### Routing congestion map, run 1

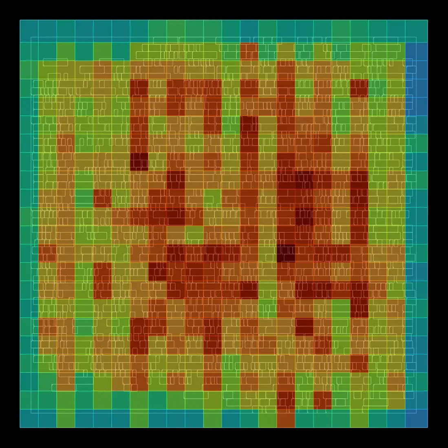
### Ports around the boundary, run 1

Scale bar: 50 µm. Pins as bars across the die edge, other pins in grey.
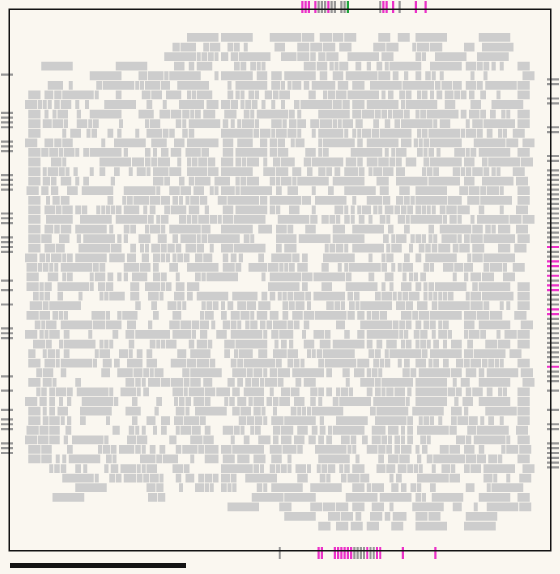
### Placement by cell class, run 1

Scale bar: 50 µm. Fill, decap, tap and diode cells in grey.
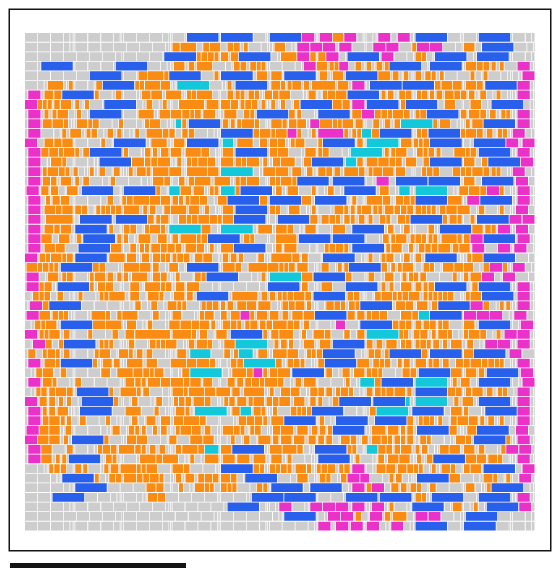
File: config.mk
export PLATFORM = sky130hd
export DESIGN_NAME = div_stall_ctrl
export DESIGN_NICKNAME = d
export VERILOG_FILES = /design/src/rtl/div_stall_ctrl.sv
export SDC_FILE = /design/constraint.sdc
export NUM_CORES = 1
export LEC_CHECK = 0
export ABC_AREA = 0
export CORE_MARGIN = 4
export CORE_UTILIZATION = 58
export DETAILED_ROUTE_END_ITERATION = 16
export PLACE_DENSITY = 0.82
export SETUP_SLACK_MARGIN = 0.1
export SYNTH_ARGS = -nofsm -noshare
export SYNTH_HDL_FRONTEND = slang
export SYNTH_SLANG_ARGS = --single-unit
File: constraint.sdc
create_clock -name cpu_clk_50M -period 7.54 [get_ports cpu_clk_50M]
set_input_delay 1.508 -clock cpu_clk_50M [delete_from_list [all_inputs] [get_ports cpu_clk_50M]]
set_output_delay 1.508 -clock cpu_clk_50M [all_outputs]
set_load 0.03 [all_outputs]
File: src/rtl/div_stall_ctrl.sv
// rtl/div_stall_ctrl.sv - iterative restoring divider with pipeline stall control for the hi/lo path
module div_stall_ctrl #(
  parameter int WIDTH = 32
) (
  input  logic             cpu_clk_50M,
  input  logic             cpu_rst,
  input  logic             start,
  input  logic             signed_op,
  input  logic [WIDTH-1:0] dividend,
  input  logic [WIDTH-1:0] divisor,
  input  logic             cancel,
  output logic             stallreq,
  output logic             busy,
  output logic             done,
  output logic [WIDTH-1:0] quo,
  output logic [WIDTH-1:0] rem,
  output logic             div_by_zero
);

  localparam int CW = (WIDTH > 1) ? $clog2(WIDTH) : 1;

  typedef enum logic [1:0] {
    IDLE = 2'd0,
    CALC = 2'd1,
    DONE = 2'd2
  } state_t;

  state_t           state;
  state_t           state_nxt;
  logic [CW-1:0]    cnt;
  logic [WIDTH-1:0] part_rem;
  logic [WIDTH-1:0] part_quo;
  logic [WIDTH-1:0] dvs_mag;
  logic             neg_q;
  logic             neg_r;

  logic             last_step;
  logic             dvs_zero;
  logic [WIDTH:0]   shifted;
  logic [WIDTH:0]   diff;
  logic [WIDTH-1:0] step_rem;
  logic [WIDTH-1:0] step_quo;
  logic [WIDTH-1:0] dvd_abs;
  logic [WIDTH-1:0] dvs_abs;

  assign last_step = (cnt == CW'(WIDTH - 1));
  assign dvs_zero  = (divisor == '0);

  // Operand magnitudes; DIVU passes operands through untouched, and -MIN wraps to MIN which is the correct magnitude unsigned.
  always_comb begin
    dvd_abs = (signed_op && dividend[WIDTH-1]) ? -dividend : dividend;
    dvs_abs = (signed_op && divisor[WIDTH-1])  ? -divisor  : divisor;
  end

  // One restoring step: shift in the next dividend bit, trial-subtract the divisor, keep on non-negative.
  always_comb begin
    shifted  = {part_rem, part_quo[WIDTH-1]};
    diff     = shifted - {1'b0, dvs_mag};
    step_rem = diff[WIDTH] ? shifted[WIDTH-1:0] : diff[WIDTH-1:0];
    step_quo = {part_quo[WIDTH-2:0], ~diff[WIDTH]};
  end

  // State register.
  always_ff @(posedge cpu_clk_50M or posedge cpu_rst) begin
    if (cpu_rst) state <= IDLE;
    else         state <= state_nxt;
  end

  // Next-state and control outputs; stall drops in DONE so the pipeline captures the result that cycle.
  always_comb begin
    state_nxt = state;
    stallreq  = 1'b0;
    busy      = 1'b0;
    done      = 1'b0;
    case (state)
      IDLE: begin
        if (start) begin
          stallreq  = 1'b1;
          state_nxt = dvs_zero ? DONE : CALC;
        end
      end
      CALC: begin
        stallreq = 1'b1;
        busy     = 1'b1;
        if (cancel)         state_nxt = IDLE;
        else if (last_step) state_nxt = DONE;
      end
      DONE: begin
        done      = 1'b1;
        state_nxt = IDLE;
      end
      default: state_nxt = IDLE;
    endcase
    if (cpu_rst) stallreq = 1'b0;
  end

  // Datapath: operand capture, iteration, and result registration with signed fix-up on entry to DONE.
  always_ff @(posedge cpu_clk_50M or posedge cpu_rst) begin
    if (cpu_rst) begin
      cnt         <= '0;
      part_rem    <= '0;
      part_quo    <= '0;
      dvs_mag     <= '0;
      neg_q       <= 1'b0;
      neg_r       <= 1'b0;
      quo         <= '0;
      rem         <= '0;
      div_by_zero <= 1'b0;
    end else begin
      case (state)
        IDLE: begin
          if (start) begin
            if (dvs_zero) begin
              quo         <= '0;
              rem         <= dividend;
              div_by_zero <= 1'b1;
            end else begin
              part_rem <= '0;
              part_quo <= dvd_abs;
              dvs_mag  <= dvs_abs;
              neg_q    <= signed_op && (dividend[WIDTH-1] ^ divisor[WIDTH-1]);
              neg_r    <= signed_op && dividend[WIDTH-1];
              cnt      <= '0;
            end
          end
        end
        CALC: begin
          if (!cancel) begin
            part_rem <= step_rem;
            part_quo <= step_quo;
            cnt      <= cnt + 1'b1;
            if (last_step) begin
              quo         <= neg_q ? -step_quo : step_quo;
              rem         <= neg_r ? -step_rem : step_rem;
              div_by_zero <= 1'b0;
            end
          end
        end
        default: ;
      endcase
    end
  end

endmodule

==> summary.txt, run 1 <==
Quick summary of the implementation run below.

The flow ran to the end, and the final reports show no timing, DRC or antenna violations. The number of nets in the synthesized netlist is ~1.6k. The slew at the pin closest to its max-slew limit came out at 1220 ps. The pin count of the biggest net entering global routing is 108. The number of synthesized register bits came out at between 150 and 200. After synthesis, the design contains 1526 cells according to Yosys.

The count of pins over their slew limit is 0. Per STA, the highest per-stage delay on the worst path measures 510 ps. The number of antenna violations at the first check in global routing is 0. The share of the cycle needed by the critical path after routing is 0.789. Of all flip-flops after synthesis, the portion carrying an async set or reset was 1.00. The part of the power in combinational logic came out at 0.339. The number of gates resized after CTS came out at 0. Per the TritonCTS log, the buffer count is 17. The total global routing overflow came out at 0. The top cell type in the final layout, fill and taps aside, is nand2_1.

The boundary pin count came out at 137. The number of setup violations in the final report is 0. Per the synth stats, the flop cell with the highest instance count is dfrtp_1. The worst setup skew after layout is a little under 10 ps. The critical path class is flip-flop to flip-flop. TritonCTS built the clock tree.

The power of the clock network is around 850 µW. The post-CTS hold buffer count recorded in the log is 0. The worst hold path belongs to the class flip-flop to flip-flop. At the end of routability-driven placement, the weighted congestion stood at 0.977.

The total routing usage reported by global routing is 0.298. The worst supply voltage drop on vdd is roughly 0.16 mV. The layout overhead on the synthesized area is 16.5%. The routed layout has 11.7k vias.

For this configuration, the core starts out at a cell density of 0.598. In the CTS report, the clock slew at the register clock pins of the worst setup and hold paths is listed as 70 ps. The total iterations of the first detailed-routing run is 5. The half-perimeter wire length after detailed placement came out at 27000 µm.

The count of routing violations after the opening detailed-route iteration is 1110. In the synthesized netlist, the number of instances is 1526. STA shows the worst reg2reg path with a cell count of 21. The number of warnings issued by yosys came out at 0. The number of buffers between clock root and the deepest sink came out at 2. The worst setup path is captured at a flip-flop. The worst-path cell with the longest stage delay is buf_4. Setup repair after global routing left no endpoint under its margin.

Counting endpoints that fail hold in the final report gives 0. The arrival time at the worst endpoint is 6210 ps. The area recorded from the Yosys report for this design is about 12000 µm². The required time at the worst-slack endpoint is 7810 ps.

The sum of routed wire length over all layers came out at 35700 µm. The placed instances occupy a cell area of 13700 µm². CTS placed an instance of clkbuf_16 at the clock tree root.

The headroom to the max-slew limit is 0.190. The number of clock sinks seen by CTS is 170. The library cells used most frequently in the layout, excluding fill and tap cells, are 234 x nand2_1, 199 x o21ai_0, 170 x dfrtp_1. The mapped cell area is 12200 µm². The mean area per synthesized cell is 8.03 µm². The static power due to leakage came out at around 0.0060 µW. The internal power of the cells totals roughly 1800 µW. The shortest clock period the worst path allows after layout came out at 5950 ps. The residual antenna-violating net count after detailed routing is 0. The via density per instance is 6.18. On the final layout, the worst hold slack is around 480 ps. The number of global-route vias before repair was 11.1k. Combinational power for this build is 1020 µW. The number of nets in the finished design came out at 1718. The power share of the sequential group came out at 0.380. The wire length of the first global-routing pass is 57300 µm. The tally of filler cells in the layout is 1697. The count of flip-flops with a built-in enable after synthesis is 0. The cell area power density came out at approximately 210 nW/µm². The die area came out at 23500 µm².

The number of warnings in the stage logs came out at 28. For reference, the critical path cell chain is inv_1 > ha_1 > inv_1 > fa_1 > a211oi_2 > o211ai_2 > nand4_2 > a2111oi_4 > o21a_1 > nor2_4 > buf_4 > mux2i_1 > ha_1 > inv_1 > or3_1 > or3_1 > mux2_2 > a2111o_1 > o21ai_0 > xnor2_1 > o22ai_1. The fraction of layout cells with a size suffix above 1 is 0.0536.

The cell that appears most often on the critical path is inv_1. Summed over all nets, the switching power comes to 1180 µW. The distinct cell type count after synthesis is 94. The group drawing the most power is sequential cells.

The critical path startpoint category is a flip-flop. The post-detailed-route DRC marker count is 0. The report gives the cell count of the worst hold path as 2.

The final total negative setup slack is 0 ps. The switching share of power is 0.392. Post-CTS timing repair inserted 0 buffers for setup. The sequential logic power came out at between 1000 and 1500 µW.
## Picture notes: 'Routing congestion map'
met2 GRT Util: 0.498
global routing usage on met1: 0.387
post-layout util: 0.696
Global Route met3 Usage: 0.0416
final routed wire length divided by cell count: 18.8 µm

## Picture notes: 'Ports around the boundary'
port	colour	pins	direction	edge
rem	magenta	32	output	13 bottom, 10 top, 9 right
div_by_zero	green	1	output	top
all pins by edge	63 right, 34 left, 20 bottom, 20 top
chip height: 153 µm
Buffers on Ports: 136
Die Span X: 153 µm

## Picture notes: 'Placement by cell class'
class	colour	cells
clock drivers and dummy loads	cyan	32
other buffers and delay cells	magenta	144
flip-flops	blue	170
all other logic	orange	1277
placeable core area: 20500 µm²
Std-Cell Rows: 52
post-route cell area: 14300 µm²
fraction of area in registers: 0.298

## run 1: worst max-delay path: cells and delay by family (launching register included)
family / cells / cell delay (ps)
simple gates: 4 / 1070
compound gates: 7 / 1790
fa+ha+maj: 3 / 840
xor+xnor: 1 / 140
buf+inv: 4 / 780
flops: 1 / 400
mux: 2 / 750
## run 1: area by class of cell
| type | count | area, µm² | area share |
|---|---|---|---|
| clock inverter | 14 | 135 | 0.00947 |
| inverter | 64 | 245 | 0.0172 |
| clock buffer | 18 | 429 | 0.0301 |
| timing repair buffer | 144 | 1430 | 0.101 |
| multi-input combinational | 1213 | 7430 | 0.521 |
| tap | 270 | 338 | 0.0237 |
| sequential | 170 | 4250 | 0.298 |
## run 1: cell families (layout without fill, tap and decap cells)
| family | Yosys count | after routing | synth area share |
|---|---|---|---|
| mux | 34 | 34 | 0.0285 |
| compound gates | 503 | 503 | 0.254 |
| buf+inv | 143 | 240 | 0.0478 |
| simple gates | 511 | 511 | 0.192 |
| fa+ha+maj | 39 | 39 | 0.0405 |
| xor+xnor | 126 | 126 | 0.0901 |
| flops | 170 | 170 | 0.347 |
## run 1: cells in the mapped netlist (all sizes together) (3+ instances only)
master  instances  area share
nor2          112       0.035
a22o            5      0.0036
a21oi         131       0.054
nand3b          4      0.0025
a31oi          12      0.0061
a31o            3      0.0021
o31ai          36       0.022
or3            25       0.013
nand4           3      0.0020
clkbuf         51       0.016
nand2b         10      0.0051
and3           12      0.0061
ha             38       0.039
mux2            7      0.0064
o211ai          7      0.0047
inv            64       0.020
o41ai          14       0.012
nor2b           5      0.0026
buf            28       0.013
a211oi         17       0.011
a21boi          6      0.0037
o22ai           8      0.0052
o211a           3      0.0025
nor3           36       0.016
xnor2          58       0.041
xor2           68       0.049
o31a            4      0.0029
nand2         235       0.072
o21ai         202       0.083
dfrtp         170        0.35
mux2i          27       0.022
nand3          18      0.0074
and2            9      0.0046
o21a           12      0.0074
or4             9      0.0058
nor4           20       0.011
a21o           12      0.0075
## run 1: worst paths after layout
path	from	end	slack, ps
worst max-delay path	part_quo[31]	rem[24]	1590
worst min-delay path	quo[5]	quo[5]	480
worst max register to register	part_quo[31]	rem[24]	1590
worst min register to register	quo[5]	quo[5]	480
max in group asynchronous	cpu_rst	part_rem[11]	4450
min in group asynchronous	cpu_rst	rem[1]	1710
## run 1: layer usage
layer	up-vias	wire length, µm	GRT usage
met1	5410	14600	0.387
met5	-	0	0
met3	99	2810	0.0416
met2	582	16800	0.498
li1	5605	-	-
met4	0	1410	0.128
## run 1: sequential cells by signal, summed over array words and instances, names as in the netlist
name / count
rem: 32
cnt: 5
part_quo: 32
neg_r: 1
state: 2
quo: 32
neg_q: 1
div_by_zero: 1
dvs_mag: 32
part_rem: 32
## run 1: stage by stage
stage | setup WS, ps | utilization | total power, µW | cells
6_report | 1590 | 0.696 | 3020 | 1893
5_1_grt | 1360 | 0.696 | 3180 | 1893
4_1_cts | 1720 | 0.696 | 3000 | 1893
3_5_place_dp | 1470 | 0.669 | 2160 | 1861
3_3_place_gp | 1570 | 0.669 | 2130 | 1861
2_1_floorplan | 1430 | - | 1870 | 1526
## Run 2: what changed since run 1
Clock period 7.54 ns to 5.6 ns, I/O delays scaled along.
### Ports around the boundary, run 2

Scale bar: 50 µm. Pins as bars across the die edge, other pins in grey.
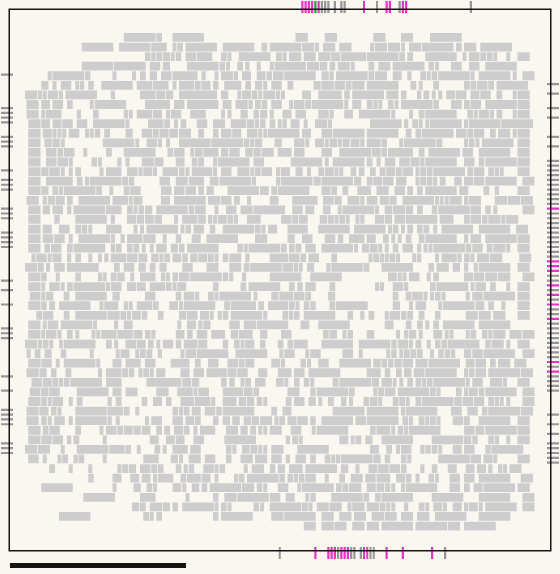
port	colour	pins	direction	edge
div_by_zero	green	1	output	top
rem	magenta	32	output	12 bottom, 10 top, 10 right
all pins by edge	63 right, 34 left, 20 bottom, 20 top

==> run 2 against run 1 <==
Effect of this change: power rose by 37%; sequential power up 33%; clock skew hardly changed; synthesized area stayed put; critical endpoint unchanged; largest cell class unchanged.
==> summary.txt, run 2 <==
Quick summary of the implementation run below.

The number of antenna violations at the first check in global routing is 0 (unchanged). The number of cells in Yosys stat is 1526 (unchanged). The count of pins over their slew limit is 0 (unchanged). The number of nets in the synthesized netlist came out at 1634 (unchanged). The row count is 52 (unchanged). The final total negative setup slack is 0 ps (unchanged). The tightest min-delay check is of the flip-flop to flip-flop type. Among all cell types in the netlist, the one instantiated most often is nand2_1. The count of routing violations after the opening detailed-route iteration is 1128 (+1.6%). The sum of routed wire length over all layers is 35600 µm (-0.14%). Across the run, the number of max-cap violations was 0. The half-perimeter wire length after detailed placement is 26800 µm (-0.90%). The number of setup violations in the final report came out at 0 (unchanged).

The pin count of the biggest net entering global routing is 171 (+58%). The cell area power density was 287 nW/µm² (+36%). The proportion of synthesized flip-flops having asynchronous set or reset came out at 1.00 (unchanged).

The number of buffers created by CTS is 17 (unchanged). The number of warnings issued by yosys came out at 0 (unchanged). The arrival time at the worst endpoint is 5440 ps (-770 ps). The required time at the worst-slack endpoint came out at 5860 ps (-1950 ps). The largest driver fanout on the critical path is 11. The number of hold-slack violations in the final timing report came to 0 (unchanged).

The final weighted congestion of routability-driven global placement is 0.945 (-3.3%). The number of buffers between clock root and the deepest sink came out at 2 (unchanged). After synthesis, the most frequently instantiated cells are 234 x nand2_1, 199 x o21ai_0, 170 x dfrtp_1, 128 x a21oi_1, 111 x nor2_1. The die area came out at 23500 µm² (unchanged). The library cell with the largest summed area after synthesis is dfrtp_1. The worst setup path is captured at a flip-flop. The static power due to leakage is 0.00611 µW (+1.5%). The clock transition at the registers of the reported paths is 70 ps (about the same). The shortest clock period the worst path allows after layout is 5180 ps (-770 ps). The area of the synthesized netlist per yosys stat is 12200 µm² (unchanged). The cell count after placement is 1873 (+0.64%). The count of flip-flops with a built-in enable after synthesis came out at 0 (unchanged). The total iterations of the first detailed-routing run came to 6 (+1). The flop-to-flop setup slack is 420 ps (-1170 ps). The via density per instance is 6.17 (-0.22%). The wire length of the first global-routing pass came out at 57400 µm (+0.19%). The mean area per synthesized cell came out at 8.03 µm² (unchanged). The number of warnings in the stage logs is 28 (unchanged). The flow ran to the end, and the final reports show no timing, DRC or antenna violations. The tally of filler cells in the layout came out at 1725 (+1.6%).

The distinct cell type count after synthesis is 94 (unchanged). By area the synthesized netlist is led by dfrtp_1 35%, o21ai_0 8.1%, nand2_1 7.2%, a21oi_1 5.2%, xor2_1 4.9%. TritonCTS built the clock tree. The via total after detailed routing came out at 11.8k (+0.57%). The number of standard cells after synthesis was 1526 (unchanged). The boundary pin count came out at 137 (unchanged). The total routing usage reported by global routing came out at 0.300 (+0.00213).

The count of non-filler cells in the finished layout is 1908 (+0.79%). Setup repair after global routing left no endpoint under its margin. The share of the synthesized area in the top cell type was 0.347 (unchanged). For this run, the leading register cell type out of synthesis is dfrtp_1. Per the CTS log, the root buffer master is clkbuf_16. The number of clock sinks seen by CTS came out at 170 (unchanged). The number of global-route vias before repair is 11.1k (+0.17%).

The fraction of layout cells with a size suffix above 1 is 0.0641 (+0.0105). The number of nets in the finished design came out at 1733 (+0.87%). The count of cells along the worst hold path is 2 (unchanged). The count of cells along the worst register-to-register path came to 23 (+9.5%). The headroom to the max-slew limit came out at 0.211 (+0.0207). The slew at the pin closest to its max-slew limit is 1180 ps (-31.0 ps). The most common library cell in the layout ignoring fill and taps is nand2_1.

The residual antenna-violating net count after detailed routing came out at 0 (unchanged). In the layout the commonest cells are 234 x nand2_1, 199 x o21ai_0, 170 x dfrtp_1. The worst supply voltage drop on vdd came to 0.221 mV (+40%). The share of the cycle needed by the critical path after routing came out at 0.924 (+0.136). The number of port buffers is 136 (unchanged). The die width is 153 µm (unchanged). The post-detailed-route wirelength per cell is 18.7 µm (-0.92%). The mapped cell area is 12200 µm² (unchanged). The total global routing overflow came out at 0 (unchanged). The core utilization before placement is 0.598 (unchanged). The post-detailed-route DRC marker count came out at 0 (unchanged). The critical path startpoint category is a flip-flop. The worst setup skew after layout came out at 9.45 ps (-0.192 ps). The height of the die is 153 µm (unchanged).
-- run 2: netlist changes by cell type in the layout (fill, tap and decap cells not counted), moves of 2 or more --
cell and delta:
buf_12 +2, buf_4 +13, clkinv_4 -3, clkinvlp_4 +2
-- run 2: what timing repair did --
item	in CTS	in global routing
hold buffers	0	0
buffers inserted	0	3
resized	0	5
endpoints found under the setup margin	0	6
-- run 2: final timing paths --
check | start | end
worst max-delay path | part_quo[31] | rem[24]
worst min-delay path | rem[0] | rem[0]
worst max register to register | part_quo[31] | rem[24]
worst min register to register | rem[0] | rem[0]
max in group asynchronous | cpu_rst | quo[17]
min in group asynchronous | cpu_rst | rem[2]
-- run 2: per-layer routing --
metal / track usage / up-vias / routed length (µm)
li1: - / 5645 / -
met1: 0.393 / 5516 / 14800
met2: 0.498 / 506 / 16800
met3: 0.0464 / 96 / 2620
met4: 0.122 / 0 / 1340
met5: 0 / - / 0
-- run 2: power breakdown --
group / internal (µW) / leakage (µW) / switching, µW
Clock: 634 / 0.000281 / 564
Combinational: 549 / 0.00356 / 866
Sequential: 1370 / 0.00227 / 164
-- run 2: layout make-up --
cell class / count / area, µm² / area share
multi-input cells: 1213 / 7450 / 0.516
flip-flops and latches: 170 / 4250 / 0.294
well taps: 270 / 338 / 0.0234
repair buffers: 159 / 1570 / 0.109
inverters: 64 / 244 / 0.0169
clock buffers: 18 / 429 / 0.0297
clock inverters: 14 / 154 / 0.0107
-- run 2: through the flow --
stage                     utilization  hold slack [ps]  cell area, µm²  setup WS [ps]
after CTS                       0.703              481           14400            244
after detailed placement        0.674              465           13800            283
after global routing            0.705              497           14400           98.5
after floorplan                     -              450           12300            377
final                           0.705              474           14400            424
after global placement          0.674              454           13800            414
-- run 2: cell families (layout without fill, tap and decap cells) --
kind of cell             count (synthesis)  count (layout)  share of synthesized area
AND-OR/OR-AND                          503             503                      0.254
XOR/XNOR                               126             126                     0.0901
adder cells (fa/ha/maj)                 39              39                     0.0405
buffers and inverters                  143             255                     0.0478
flip-flops                             170             170                      0.347
multiplexers                            34              34                     0.0285
AND/OR/NAND/NOR                        511             511                      0.192
-- run 2: critical path, cell delays in order (launching register included) --
cell and delay, ps:
dfrtp_1 360, inv_1 60, ha_1 220, inv_1 90, fa_1 260, a211oi_4 100, o211ai_2 310, nand4_2 200
a2111oi_4 500, nor3_4 140, nor2_4 250, inv_2 70, nand2_1 60, o21ai_0 110, inv_1 110, ha_1 180
inv_1 70, or3_1 360, or3_1 310, mux2_2 350, a2111o_1 420, o21ai_0 210, xnor2_1 150, o22ai_1 100
## Run 3: what changed since run 2
Settings changed: CORE_MARGIN 4 to 2, CTS_CLUSTER_DIAMETER set to 200, CTS_CLUSTER_SIZE set to 14.
### Wiring by layer, run 3

Scale bar: 50 µm. Two of the layers only.
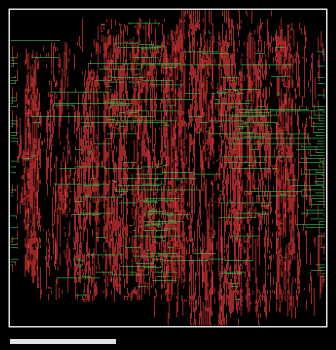
layer	colour	wire length
met2	red	17300 µm
met3	green	2520 µm
GRT Total Usage: 0.327
aggregate routed wire length: 35900 µm
routed via count: 11.9k
final routed wire length divided by cell count: 18.8 µm

==> run 3 against run 2 <==
Effect of this change: synthesized cell count did not move; hold slack improved by 4.0 ps; flip-flop count did not move; final area fell by 0.15%; clock skew fell by 2.3 ps; worst setup slack got worse by 52 ps; synthesized area did not move; global-route usage rose by 2.7 points; maximum frequency fell by 1.0%.
==> summary.txt, run 3 <==
Quick summary of the implementation run below.

The flow ran to the end, and the final reports show no timing, DRC or antenna violations. The row count came out at 53 (+1.9%). The number of standard cells after synthesis is 1526 (unchanged). The cell area power density was 285 nW/µm² (-0.68%). The final setup slack of the worst path was 372 ps (-52.3 ps).

The number of antenna violations at the first check in global routing is 0 (unchanged). In the hold report, the worst path ends at quo[4]. The die width came to 149 µm (-2.6%). The post-detailed-route DRC marker count was 0 (unchanged).

Summed over all instances, the cell type with the most area after synthesis is dfrtp_1. Per STA, the worst path is made up of inv_1 > ha_1 > inv_1 > fa_1 > a211oi_4 > o211ai_4 > nand4_4 > a2111oi_4 > o21a_2 > nor2_4 > inv_2 > nand2_1 > o21ai_0 > inv_1 > ha_1 > inv_1 > or3_1 > or3_1 > mux2_2 > a2111o_1 > o21ai_1 > xnor2_1 > o22ai_1. The most frequent cell on the critical path is inv_1. The pin count of the biggest net entering global routing is 171 (unchanged).

The count of cells along the worst register-to-register path came to 23 (unchanged). The TritonCTS clock tree is done. The height of the die is 149 µm (-2.6%). The worst setup timing slack at the placement stage is 200 ps (-83.0 ps). The number of global-route vias before repair came out at 11.1k (+0.42%). The largest driver fanout on the critical path came out at 11 (unchanged). The worst-path cell with the longest stage delay is fa_1. Setup repair after global routing left no endpoint under its margin. The number of cells in Yosys stat came out at 1526 (unchanged).

The number of setup violations in the final report is 0 (unchanged). The mapped cell area is 12200 µm² (unchanged). The clock transition at the registers of the reported paths is 70 ps (about the same). The proportion of synthesized flip-flops having asynchronous set or reset came to 1.00 (unchanged). The number of port buffers is 136 (unchanged). The number of warnings issued by yosys is 0 (unchanged). The share of the cycle needed by the critical path after routing is 0.934 (+0.00934).

The post-cts hold-fix buffer tally came out at 0 (unchanged). The proportion of power drawn by the clock network is 0.280 (-0.009). The slew at the pin closest to its max-slew limit is 1130 ps (-53.7 ps). The core utilization of the finished layout came out at 0.691 (-0.0143). The residual antenna-violating net count after detailed routing is 0 (unchanged).

The power share of the sequential group is 0.375 (+0.006). The total global routing overflow is 0 (unchanged). The worst setup skew after layout came out at 7.13 ps (-2.32 ps).

The number of clock sinks seen by CTS was 170 (unchanged). The critical path starts at part_quo[31]. The tally of filler cells in the layout came to 1704 (-1.2%). Per the hold report, the tightest min-delay path originates at quo[4]. The core utilization before placement is 0.586 (-0.0113). The number of nets in the finished design is 1731 (-0.12%).

The share of the synthesized area in the top cell type was 0.347 (unchanged). The half-perimeter wire length after detailed placement is 27100 µm (+1.2%). The worst stage delay on the critical path is 440 ps (-60 ps). The area occupied by multi-input gates is 7470 µm² (+0.18%). The count of cells along the worst hold path is 2 (unchanged).

The number of warnings in the stage logs came to 28 (unchanged). STA classifies the critical path startpoint as a flip-flop. The worst hold slack came to 478 ps (+3.98 ps). The count of flip-flops with a built-in enable after synthesis is 0 (unchanged).

For this run, the leading register cell type out of synthesis is dfrtp_1. The number of hold-slack violations in the final timing report is 0 (unchanged). The boundary pin count came out at 137 (unchanged).

The final total negative setup slack came to 0 ps (unchanged). The required time at the worst-slack endpoint came out at 5870 ps (about the same). The critical path capture point type is a flip-flop.

The worst supply voltage drop on vdd was 0.185 mV (-16%). The wire length of the first global-routing pass came to 57300 µm (-0.15%). The switching share of power came out at 0.392 (+0.00755). The cell area after placement is 13800 µm² (-0.12%). The shortest clock period the worst path allows after layout is 5230 ps (+52.3 ps). The fraction of layout cells with a size suffix above 1 is 0.0624 (-0.00172).

The number of maximum-capacitance violations came out at 0 (unchanged). The arrival time at the worst endpoint came out at 5500 ps (+60 ps). The switching power total came out at 1610 µW (+1.1%). The internal power of the cells came to 2500 µW (-2.0%).

The cell area after layout came out at 14400 µm² (-0.15%). The total iterations of the first detailed-routing run came to 6 (unchanged). CTS placed an instance of clkbuf_16 at the clock tree root.

The sequential standard cell area came out at 4250 µm² (unchanged). The distinct cell type count after synthesis is 94 (unchanged). The synthesis stats list as the most numerous cell nand2_1. The area of the synthesized netlist per yosys stat came out at 12200 µm² (unchanged). The number of nets in the synthesized netlist was 1634 (unchanged).
[run 3: cell types whose count changed in the layout (fill, tap and decap cells not counted), sizes merged]
cell / before / now
bufinv: 1 / 0
clkbuf: 18 / 17
buf: 23 / 21
clkinv: 3 / 4
[run 3: layout make-up]
cell class,count,area share
Clock buffer,17,0.0295
Multi-Input combinational cell,1213,0.518
Clock inverter,14,0.00911
Tap cell,275,0.0239
Timing Repair Buffer,157,0.108
Sequential cell,170,0.295
Inverter,64,0.0169
[run 3: kinds of logic (layout without fill, tap and decap cells)]
family                     count (synthesis)  in the layout  synth area share
AOI/OAI and AO/OA                        503            503             0.254
and+or+nand+nor                          511            511             0.192
xor gates and xnor gates                 126            126            0.0901
buffers and inverters                    143            252            0.0478
DFF                                      170            170             0.347
muxes                                     34             34            0.0285
adders and majority gates                 39             39            0.0405
[run 3: worst max-delay path by stage]
stage	slack (ps)	end	depth (start not counted)
2_1_floorplan	380	rem[24]	26
3_3_place_gp	450	rem[24]	20
3_5_place_dp	200	rem[24]	22
4_1_cts	170	rem[24]	22
5_1_grt	60	rem[24]	23
6_report	370	rem[24]	23
[run 3: critical path: cells and delay by family (launching register included)]
kind / cells / cell delay (ps)
AND-OR/OR-AND: 8 / 1830
AND/OR/NAND/NOR: 5 / 1110
adder cells (fa/ha/maj): 3 / 770
buffers and inverters: 5 / 450
flip-flops: 1 / 400
multiplexers: 1 / 350
XOR/XNOR: 1 / 140
[run 3: power by group through the flow]
stage                     clock [µW]  combinational (µW)  sequential [µW]
after floorplan                    0                1030             1490
after detailed placement           0                1360             1560
after global routing            1200                1570             1560
after global placement             0                1330             1550
final                           1150                1420             1540
after CTS                       1160                1370             1530
[run 3: per-layer routing]
metal / vias to the layer above / GRT usage / wire [µm]
met1: 5639 / 0.419 / 14800
met5: - / 0 / 0
li1: 5637 / - / -
met3: 90 / 0.0505 / 2520
met4: 0 / 0.133 / 1360
met2: 506 / 0.553 / 17300
[run 3: repair_timing]
action	4_1_cts	5_1_grt
endpoints found under the setup margin	0	10
gates resized	0	7
buffers inserted	0	4
[run 3: through the flow]
stage,std cells,power [µW]
after floorplan,1526,2520
after global placement,1875,2880
after detailed placement,1875,2920
after CTS,1906,4060
after global routing,1910,4330
final,1910,4110
Power and IR drop assume default switching activity.
